--- src/rtl/fir_output_sink.sv ---
// fir_output_sink: consumes the FIR accumulator stream, optionally decimates,
// rescales to sample width with round-half-up and saturation, and buffers the
// results in a show-ahead FIFO drained over a valid/ready handshake.
module fir_output_sink #(
  parameter int N3    = 32,
  parameter int N2    = 16,
  parameter int SHIFT = 7,
  parameter int DECIM = 1,
  parameter int DEPTH = 8
) (
  input  logic                     clk,
  input  logic                     RST_N,
  input  logic [N3-1:0]            in_data,
  input  logic                     in_valid,
  input  logic                     clear_flags,
  output logic [N2-1:0]            out_data,
  output logic                     out_valid,
  input  logic                     out_ready,
  output logic [$clog2(DEPTH):0]   count,
  output logic                     sat,
  output logic                     overflow
);

  localparam int AW  = $clog2(DEPTH);
  localparam int CW  = (DECIM > 1) ? $clog2(DECIM) : 1;
  localparam int RSH = (SHIFT > 0) ? SHIFT - 1 : 0;

  localparam logic signed [N3:0] RND  = (SHIFT > 0) ? ((N3+1)'(1) << RSH) : '0;
  localparam logic signed [N3:0] MAXV = ((N3+1)'(1) << (N2 - 1)) - (N3+1)'(1);
  localparam logic signed [N3:0] MINV = -MAXV - (N3+1)'(1);

  localparam logic [CW-1:0] DLAST = CW'(DECIM - 1);
  localparam logic [AW:0]   FULLC = (AW+1)'(DEPTH);

  logic [CW-1:0]        dcnt;
  logic                 keep;

  logic signed [N3:0]   ext;
  logic signed [N3:0]   rsum;
  logic signed [N3:0]   rshift;
  logic                 clip_hi;
  logic                 clip_lo;
  logic [N2-1:0]        scaled;

  logic [N2-1:0]        s1_data;
  logic                 s1_valid;

  logic [N2-1:0]        mem [DEPTH];
  logic [AW-1:0]        wr_ptr;
  logic [AW-1:0]        rd_ptr;
  logic                 full;
  logic                 do_push;
  logic                 do_pop;

  assign keep = in_valid && (dcnt == '0);

  // Rescale in one extra bit so the rounding offset cannot wrap, then clip.
  always_comb begin
    ext     = {in_data[N3-1], in_data};
    rsum    = ext + RND;
    rshift  = rsum >>> SHIFT;
    clip_hi = rshift > MAXV;
    clip_lo = rshift < MINV;
    scaled  = rshift[N2-1:0];
    if (clip_hi) scaled = MAXV[N2-1:0];
    else if (clip_lo) scaled = MINV[N2-1:0];
  end

  // Decimation counter advances only on valid input words.
  always_ff @(posedge clk or negedge RST_N) begin
    if (!RST_N) begin
      dcnt <= '0;
    end else if (in_valid) begin
      if (dcnt == DLAST) dcnt <= '0;
      else dcnt <= dcnt + CW'(1);
    end
  end

  // Stage 1: register the scaled sample of each kept word.
  always_ff @(posedge clk or negedge RST_N) begin
    if (!RST_N) begin
      s1_data  <= '0;
      s1_valid <= 1'b0;
    end else begin
      s1_valid <= keep;
      if (keep) s1_data <= scaled;
    end
  end

  assign out_valid = (count != '0);
  assign full      = (count == FULLC);
  assign do_pop    = out_valid && out_ready;
  // A pop in the same cycle frees the slot, so a push into a full FIFO is
  // still accepted when the reader takes the head.
  assign do_push   = s1_valid && (!full || do_pop);
  assign out_data  = mem[rd_ptr];

  // FIFO storage, pointers and occupancy.
  always_ff @(posedge clk or negedge RST_N) begin
    if (!RST_N) begin
      for (int unsigned i = 0; i < DEPTH; i++) mem[i] <= '0;
      wr_ptr <= '0;
      rd_ptr <= '0;
      count  <= '0;
    end else begin
      if (do_push) begin
        mem[wr_ptr] <= s1_data;
        wr_ptr      <= wr_ptr + AW'(1);
      end
      if (do_pop) rd_ptr <= rd_ptr + AW'(1);
      case ({do_push, do_pop})
        2'b10:   count <= count + (AW+1)'(1);
        2'b01:   count <= count - (AW+1)'(1);
        default: count <= count;
      endcase
    end
  end

  // Sticky status flags; a new set event wins over a clear.
  always_ff @(posedge clk or negedge RST_N) begin
    if (!RST_N) begin
      sat      <= 1'b0;
      overflow <= 1'b0;
    end else begin
      if (keep && (clip_hi || clip_lo)) sat <= 1'b1;
      else if (clear_flags) sat <= 1'b0;
      if (s1_valid && full && !do_pop) overflow <= 1'b1;
      else if (clear_flags) overflow <= 1'b0;
    end
  end

endmodule

--- config.mk ---
export PLATFORM = sky130hd
export DESIGN_NAME = fir_output_sink
export DESIGN_NICKNAME = d
export VERILOG_FILES = /design/src/rtl/fir_output_sink.sv
export SDC_FILE = /design/constraint.sdc
export NUM_CORES = 1
export LEC_CHECK = 0
export ABC_AREA = 1
export CAP_MARGIN = 20
export CORE_AREA = 2 2 197 121
export CTS_CLUSTER_DIAMETER = 200
export DETAILED_ROUTE_END_ITERATION = 10
export DIE_AREA = 0 0 199 123
export MAX_ROUTING_LAYER = met4
export PLACE_DENSITY_LB_ADDON = 0.05
export SLEW_MARGIN = 30
export SYNTH_ARGS = -nofsm -noshare
export SYNTH_HDL_FRONTEND = slang
export SYNTH_SLANG_ARGS = --single-unit
--- constraint.sdc ---
create_clock -name clk -period 5.93 [get_ports clk]
set_clock_uncertainty 0.15 [all_clocks]
set_input_delay 0.8895 -clock clk [delete_from_list [all_inputs] [get_ports clk]]
set_output_delay 0.8895 -clock clk [all_outputs]
set_load 0.05 [all_outputs]
==> flow_metrics.tcl, run 1 <==
# collected from the flow reports
set metrics [dict create \
    nNonClkInverters 50 \
    cp.depth 7 \
    core_area_sq_um 22800 \
    drt_iter0_markers 467 \
    tightest_slew_ps 940 \
    ys_types 33 \
    ant_nets 0 \
    yosysTopAreaCellShare 0.502 \
    layout-drive-gt1-share 0.0712 \
    cts_tree "yes" \
    grt.total_usage 0.199 \
    antenna_cells 0 \
    hold_viol 0 \
    finalSetupViolations 0 \
    synthFlopType "dfrtp_1" \
    grt_pass1_wl_microns 35400 \
    initCoreUtil 0.344 \
    r2r-start "count[0]$_DFFE_PN0P_" \
    seq_cells 157 \
    edf_count 0 \
    async_flop_share 1.00 \
    nonClkBufAreaFrac 0.0702 \
    die_y_microns 123 \
    status "finished, final reports clean" \
    htree_levels 4 \
]
## run 1: flip-flops by register name, indices dropped and copies added (netlist names)
register  flops
s1_valid      1
s1_data      16
overflow      1
count         4
wr_ptr        3
sat           1
rd_ptr        3
mem         128
## run 1: kinds of logic after synthesis
kind of cell               after synthesis  share of synthesized area
and+or+nand+nor                        473                      0.251
AOI/OAI and AO/OA                      233                      0.154
DFF                                    157                      0.502
buffers and inverters                  103                     0.0558
xor gates and xnor gates                22                     0.0246
adders and majority gates                7                     0.0122
## run 1: where the power goes
part / leakage, nW / switching (W) / total, W / internal (W)
Combinational: 2.00 / 0.00156 / 0.00231 / 0.000756
Clock: 0.300 / 0.000448 / 0.00118 / 0.000733
Sequential: 1.96 / 0.000237 / 0.00174 / 0.00150
Total: 4.27 / 0.00224 / 0.00523 / 0.00299
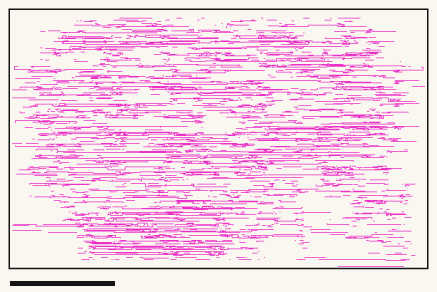
(run_1/layer_met1.png)
Scale bar: 50 microns.
nets with wire on the layer = 1,011
main direction = horizontal
WL final: 22,000 microns
Global Route met1 Usage: 0.304
Vias: 6,506

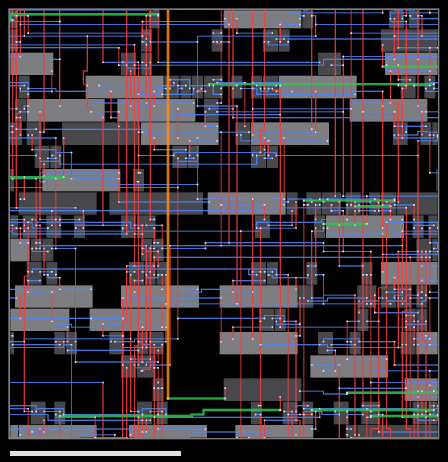
(run_1/detail.png)
Scale bar: 20 microns. Window x 74 to 124, y 61 to 111 microns. Cells in grey, sequential cells in the stronger grey; small squares are vias.
metal 3 -> green
metal 4 -> orange
metal 1 -> blue
metal 2 -> red
most frequent = o21ai_0 (38), nand2_1 (29)
cells with their middle in the window = 131
sequential cells in the window = 24
netlist names of flops here include = mem (24)

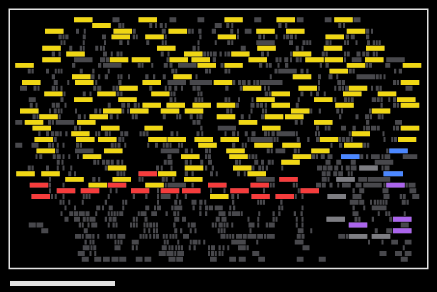
(run_1/flops_by_reg.png)
Scale bar: 50 microns.
mem -> yellow  # sequential cells 128
s1_data -> red  # sequential cells 16
rd_ptr -> blue  # sequential cells 3
count -> purple  # sequential cells 4, where bottom right
not coloured = 6
Seq. pwr: 0.00174 W
Finished Core Util: 0.407
flop share of the area: 0.425
sequential cell area: 3930 sq um

==> run_1/io_placement.png <==
Scale bar: 50 microns. Pins as bars across the die edge, other pins in grey.
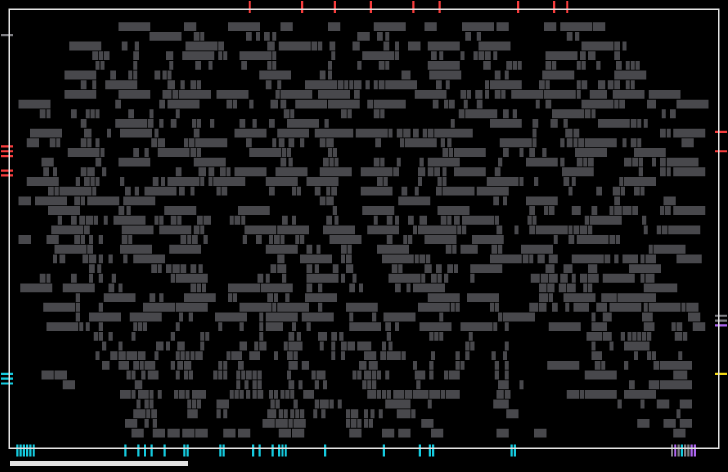

==> run 1 -> run 2 <==
==> constraint.sdc (replaced) <==
create_clock -name clk -period 4.3 [get_ports clk]
set_clock_uncertainty 0.15 [all_clocks]
set_input_delay 0.645 -clock clk [delete_from_list [all_inputs] [get_ports clk]]
set_output_delay 0.645 -clock clk [all_outputs]
set_load 0.05 [all_outputs]
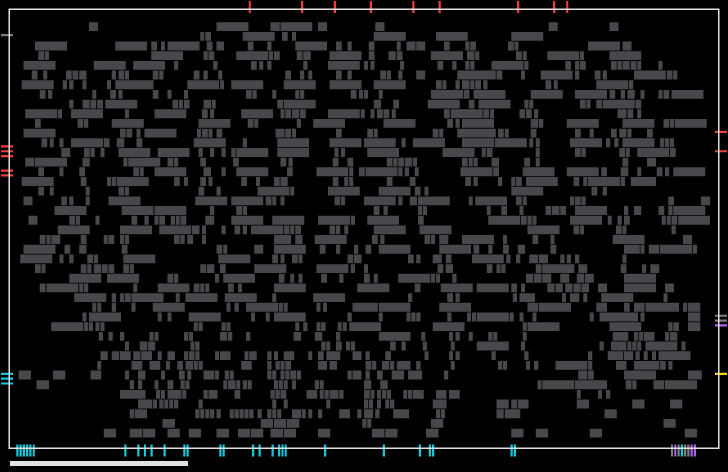
(run_2/io_placement.png)
Scale bar: 50 microns. Pins as bars across the die edge, other pins in grey.
RST_N -> yellow  # pins 1, direction input, edge right
in_data -> cyan  # pins 32, direction input, edge 29 bottom, 3 left
count -> purple  # pins 4, direction output, edge 3 bottom, 1 right
out_data -> red  # pins 16, direction output, edge 9 top, 5 left, 2 right
all pins by edge = 36 bottom, 9 left, 9 top, 6 right
die span in x: 199 microns
IO buf count: 53

==> run 2 against run 1 <==
Worst hold slack lost 200 ps. Die area is the same. Total power grew 37%. Global-route usage grew 0.15 points. Worst setup slack lost 700 ps. First-iteration DRC count shrank 2.1%. Sequential power grew 37%. Combinational power grew 38%. Non-clock buffer count grew 3. Cell area shrank 0.26%. Final cell count grew 0.22%. Wire length grew 0.97%. Largest cell class unchanged. Largest power group unchanged.
==> flow_metrics.tcl, run 2 <==
# collected from the flow reports
set metrics [dict create \
    status "finished, final reports clean" \
    drt_wl_total_microns 22200 \
    insertion_delay_ps 440 \
    clockPowerShare 0.222 \
    yosysTopAreaCellShare 0.502 \
    p_sw_frac 0.434 \
    ys_sh_xor 0.0246 \
    edf_count 0 \
    pwr.group.clock_w 0.00159 \
    htree_levels 4 \
    drt_iter0_markers 457 \
    grt.total_usage 0.201 \
    worstPathRequired_ps 3500 \
    async_flop_share 1.00 \
    ys_top_logic_family "simple AND/OR/NAND/NOR gates" \
    core_area_sq_um 22800 \
    pg_comb_w 0.00318 \
    combPwrFrac 0.444 \
    simple_gate_share 0.251 \
    initCoreUtil 0.344 \
    hold_viol 0 \
    antenna_cells 0 \
    power-top-group "combinational logic" \
    ant_nets 0 \
    top_register "mem" \
    ys_sh_aoi 0.154 \
    mux_area_frac 0 \
    grt-busiest-layer "met1" \
    p_int_w 0.00406 \
    layout-drive-gt1-share 0.0882 \
    power_switching_w 0.00311 \
    seq_area_sq_um 3930 \
    cts_tree "yes" \
    synthFlopType "dfrtp_1" \
    synthAdderAreaFrac 0.0122 \
    ys_types 33 \
    tightest_slew_ps 811 \
    utilization 0.406 \
]
[run 2: layout make-up]
cell class,count,area share
Clock buffer,19,0.0480
Clock inverter,12,0.0184
Inverter,50,0.0203
Multi-Input combinational cell,735,0.375
Sequential cell,157,0.426
Tap cell,315,0.0427
Timing Repair Buffer,70,0.0698
[run 2: kinds of logic (layout without fill, tap and decap cells)]
group / after synthesis / count (layout)
adder cells (fa/ha/maj): 7 / 7
buffers and inverters: 103 / 151
AND-OR/OR-AND: 233 / 233
XOR/XNOR: 22 / 22
flip-flops: 157 / 157
AND/OR/NAND/NOR: 473 / 473
[run 2: critical path, stage by stage (launching register included)]
cell and delay (ps):
dfrtp_2 360, buf_4 600, o21ai_0 200, o22ai_1 180, nor2_1 70, a31oi_1 390
buf_4 290
Power figures rest on the tool's default switching activity, not on a simulated workload.
